`src/rtl/mkt_msg_pkg.sv`:
```
// rtl/mkt_msg_pkg.sv - shared constants, encodings and header check for the market message parser
// Contents: MSG_BYTES, field widths, action encodings, parser state encoding,
// and hdr_bad(), the b0 validity rule used at decode time.
package mkt_msg_pkg;

  localparam int MSG_BYTES  = 8;
  localparam int ORDER_ID_W = 16;
  localparam int PRICE_W    = 16;
  localparam int QTY_W      = 24;

  typedef enum logic [1:0] {
    ACT_ADD    = 2'b00,
    ACT_CANCEL = 2'b01,
    ACT_MODIFY = 2'b10,
    ACT_RSVD   = 2'b11
  } action_e;

  typedef enum logic {
    ST_COLLECT = 1'b0,
    ST_EMIT    = 1'b1
  } state_e;

  // b0 = {side, 5'b0, action}; a reserved action or any non-zero pad bit rejects the message
  function automatic logic hdr_bad(input logic [7:0] b0);
    return (b0[1:0] == ACT_RSVD) || (b0[6:2] != 5'd0);
  endfunction

endpackage

```
`src/rtl/mkt_msg_stats.sv`:
```
// rtl/mkt_msg_stats.sv - saturating accepted/rejected message counters
// Ports:
//   clk, rst          clock, asynchronous active-high reset
//   i_msg_inc         one-cycle strobe per accepted (handshaken) message
//   i_err_inc         one-cycle strobe per rejected message
//   o_msg_count[31:0] accepted messages, saturates at 0xFFFF_FFFF
//   o_err_count[31:0] rejected messages, saturates at 0xFFFF_FFFF
module mkt_msg_stats (
  input  logic        clk,
  input  logic        rst,
  input  logic        i_msg_inc,
  input  logic        i_err_inc,
  output logic [31:0] o_msg_count,
  output logic [31:0] o_err_count
);

  logic [31:0] r_msg_count;
  logic [31:0] r_err_count;

  always_ff @(posedge clk or posedge rst) begin
    if (rst) begin
      r_msg_count <= '0;
      r_err_count <= '0;
    end else begin
      if (i_msg_inc && (r_msg_count != 32'hFFFF_FFFF)) r_msg_count <= r_msg_count + 32'd1;
      if (i_err_inc && (r_err_count != 32'hFFFF_FFFF)) r_err_count <= r_err_count + 32'd1;
    end
  end

  assign o_msg_count = r_msg_count;
  assign o_err_count = r_err_count;

endmodule

```
`src/rtl/mkt_msg_parser.sv`:
```
// rtl/mkt_msg_parser.sv - frames payload FIFO bytes into 8-byte order messages and emits them by valid/ready
// Optional feature macro: MKT_MSG_STATS_EN (instantiates mkt_msg_stats; otherwise counters read 0)
// Ports:
//   clk, rst              clock, asynchronous active-high reset
//   fifo_dout[7:0]        payload FIFO read data, valid one cycle after fifo_rd_en
//   fifo_empty            payload FIFO empty flag
//   fifo_rd_en            FIFO read strobe (combinational)
//   m_valid / m_ready     decoded message handshake
//   m_side, m_action      0 buy / 1 sell; 00 add, 01 cancel, 10 modify
//   m_order_id, m_price   16-bit order id, 16-bit price in ticks
//   m_qty[23:0]           quantity
//   err_pulse             one-cycle pulse per rejected message
//   msg_count, err_count  32-bit saturating statistics
module mkt_msg_parser
  import mkt_msg_pkg::*;
(
  input  logic                  clk,
  input  logic                  rst,
  input  logic [7:0]            fifo_dout,
  input  logic                  fifo_empty,
  output logic                  fifo_rd_en,
  output logic                  m_valid,
  input  logic                  m_ready,
  output logic                  m_side,
  output logic [1:0]            m_action,
  output logic [ORDER_ID_W-1:0] m_order_id,
  output logic [PRICE_W-1:0]    m_price,
  output logic [QTY_W-1:0]      m_qty,
  output logic                  err_pulse,
  output logic [31:0]           msg_count,
  output logic [31:0]           err_count
);

  localparam logic [3:0] MSG_CNT  = 4'(MSG_BYTES);
  localparam logic [3:0] LAST_IDX = 4'(MSG_BYTES - 1);

  state_e                r_state;
  logic [3:0]            r_req_cnt;
  logic [3:0]            r_cap_cnt;
  logic                  r_rd_pending;
  // b0..b6 shifted in MSB-first; b7 is taken straight from fifo_dout at decode
  logic [55:0]           r_shift;
  logic                  r_m_valid;
  logic                  r_side;
  logic [1:0]            r_action;
  logic [ORDER_ID_W-1:0] r_order_id;
  logic [PRICE_W-1:0]    r_price;
  logic [QTY_W-1:0]      r_qty;
  logic                  r_err_pulse;

  logic                  w_rd_en;
  logic [7:0]            w_b0;
  logic                  w_last_cap;
  logic                  w_reject;
  logic                  w_accept;
  logic                  w_handshake;

  // rst gate keeps the strobe low while reset is held, even if the FIFO has data
  assign w_rd_en     = !rst && (r_state == ST_COLLECT) && !fifo_empty && (r_req_cnt < MSG_CNT);
  assign w_b0        = r_shift[55:48];
  assign w_last_cap  = (r_state == ST_COLLECT) && r_rd_pending && (r_cap_cnt == LAST_IDX);
  assign w_reject    = w_last_cap && hdr_bad(w_b0);
  assign w_accept    = w_last_cap && !hdr_bad(w_b0);
  assign w_handshake = r_m_valid && m_ready;

  always_ff @(posedge clk or posedge rst) begin
    if (rst) begin
      r_state      <= ST_COLLECT;
      r_req_cnt    <= '0;
      r_cap_cnt    <= '0;
      r_rd_pending <= 1'b0;
      r_shift      <= '0;
      r_m_valid    <= 1'b0;
      r_side       <= 1'b0;
      r_action     <= 2'b00;
      r_order_id   <= '0;
      r_price      <= '0;
      r_qty        <= '0;
      r_err_pulse  <= 1'b0;
    end else begin
      r_err_pulse  <= w_reject;
      r_rd_pending <= w_rd_en;
      case (r_state)
        ST_COLLECT: begin
          if (w_rd_en) r_req_cnt <= r_req_cnt + 4'd1;
          if (w_reject) begin
            // positional framing: the very next byte read is b0 again
            r_req_cnt <= '0;
            r_cap_cnt <= '0;
          end else if (w_accept) begin
            r_side     <= w_b0[7];
            r_action   <= w_b0[1:0];
            r_order_id <= r_shift[47:32];
            r_price    <= r_shift[31:16];
            r_qty      <= {r_shift[15:0], fifo_dout};
            r_m_valid  <= 1'b1;
            r_state    <= ST_EMIT;
          end else if (r_rd_pending) begin
            r_shift   <= {r_shift[47:0], fifo_dout};
            r_cap_cnt <= r_cap_cnt + 4'd1;
          end
        end
        ST_EMIT: begin
          if (w_handshake) begin
            r_m_valid <= 1'b0;
            r_req_cnt <= '0;
            r_cap_cnt <= '0;
            r_state   <= ST_COLLECT;
          end
        end
        default: r_state <= ST_COLLECT;
      endcase
    end
  end

  assign fifo_rd_en = w_rd_en;
  assign m_valid    = r_m_valid;
  assign m_side     = r_side;
  assign m_action   = r_action;
  assign m_order_id = r_order_id;
  assign m_price    = r_price;
  assign m_qty      = r_qty;
  assign err_pulse  = r_err_pulse;

`ifdef MKT_MSG_STATS_EN
  mkt_msg_stats u_stats (
    .clk         (clk),
    .rst         (rst),
    .i_msg_inc   (w_handshake),
    .i_err_inc   (w_reject),
    .o_msg_count (msg_count),
    .o_err_count (err_count)
  );
`else
  assign msg_count = 32'd0;
  assign err_count = 32'd0;
`endif

endmodule

```
`config.mk`:
```
export PLATFORM = sky130hd
export DESIGN_NAME = mkt_msg_parser
export DESIGN_NICKNAME = d
export VERILOG_FILES = /design/src/rtl/mkt_msg_pkg.sv /design/src/rtl/mkt_msg_stats.sv /design/src/rtl/mkt_msg_parser.sv
export SDC_FILE = /design/constraint.sdc
export NUM_CORES = 1
export LEC_CHECK = 0
export ABC_AREA = 1
export CAP_MARGIN = 20
export CORE_UTILIZATION = 40
export DETAILED_ROUTE_END_ITERATION = 16
export GPL_ROUTABILITY_DRIVEN = 0
export PLACE_DENSITY = 0.67
export RECOVER_POWER = 50
export SYNTH_ARGS = -nofsm -noshare
export SYNTH_HDL_FRONTEND = slang
export SYNTH_SLANG_ARGS = --single-unit
```
`constraint.sdc`:
```
create_clock -name clk -period 5.8 [get_ports clk]
set_clock_uncertainty 0.05 [all_clocks]
set_input_delay 0.87 -clock clk [delete_from_list [all_inputs] [get_ports clk]]
set_output_delay 0.87 -clock clk [all_outputs]
set_load 0.01 [all_outputs]
```
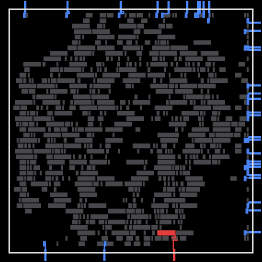
Fig. 1. Port wiring.
Scale: 2 px per µm.
blue -> msg_count  # bits 32, direction output, edge 20 east, 10 north, 2 south, end cells 32, buffers 0, wire 82.2 µm
red -> err_pulse  # bits 1, direction output, edge south, end cells 1, buffers 1, wire 11.9 µm

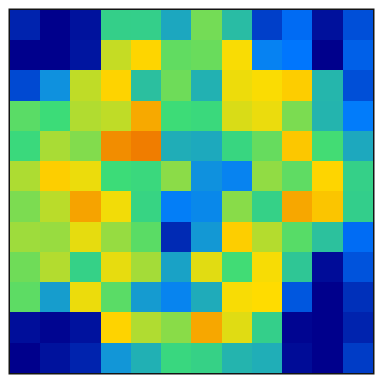
Fig. 2. Placement density heat map.
Scale: 3 px per µm. The die is cut into 12 by 12 equal tiles; dark blue is low, red is high, 0 to 100% covered.
mean over tiles = 45%
densest ninth of the die = west
tiles over 75% full = 11%
CORE AREA: 0.0138 mm²
Final Core Density: 48.9%
fp_density: 40.9%

==> GITHUB_STEP_SUMMARY <==
### Yosys + OpenROAD results

| Metric | Value |
|---|---|
| Status | `finished, violations left` |
| Failing checks | `capacitance limit, slew limit` |
| Final #Nets | `657` |
| Reg clk slew, reported paths | `50 ps` |
| Clock buf/inv share | `8.47%` |
| Levels on crit path | `5` |
| I/O Pins | `138` |
| Reg2reg end | `r_shift[18]$_DFFE_PP0P_` |
| Simple Share, Synth | `11.8%` |
| CTS Root Cell | `clkbuf_16` |
| Biggest consumer | `registers` |
| Crit path largest cell delay | `560 ps` |
| Clock sink total | `127` |
| Fin. max-slew vios | `55` |
| Logic Gate Count | `353` |
| Vias in the first global route | `3689` |
| Drt first pass iters | `7` |
| Tightest Hold Check Type | `register to register` |
| Top Metal Used | `met4` |
| Place WS | `2600 ps` |
| Cell area leaders | `dfrtp_1, buf_4, nand2_1, o21ai_2, o21ai_0` |
| Crit path cell chain | `dlygate4sd3_1 -> nor2_1 -> nand2_1 -> inv_1 -> clkdlybuf4s50_1` |
| Dpl cells | `803` |
| Synth warn | `0` |
| Die extent in x | `121 µm` |
| Buffer share of cell area | `11.4%` |
| End of the worst hold path | `m_qty[0]$_DFFE_PP0P_` |
| Internal | `2.14 mW` |
| Critical path startpoint | `rst` |
| WL met2 | `4.88 mm` |
| Combinational Power | `0.767 mW` |
| RSZ-0062 raised after global routing | `false` |
| Well Taps | `180` |
| Tool warning count | `27` |
| # hold bufs at CTS | `0` |
| Max-Cap Viols | `2` |
| Remaining global-route overflow | `0` |
| Synth Cell Area | `0.00566 mm²` |
| Yosys top cell by instances | `nand2_1` |
| Clock power frac | `32.7%` |
| N_diodes | `0` |
| Worst Tran Pin Value | `2390 ps` |
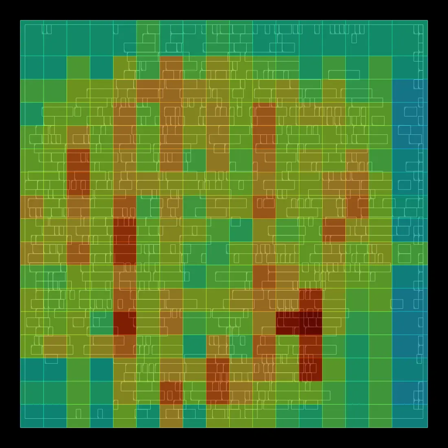
Fig. 3. Congestion heat map.
GR peak layer: met2
met2 usage: 24.2%
Total GRT Usage: 15.6%
Avg WL per Cell: 12.5 µm
GR Util met1: 19.2%

No activity file was given, so power comes from the tool's default toggle rates.
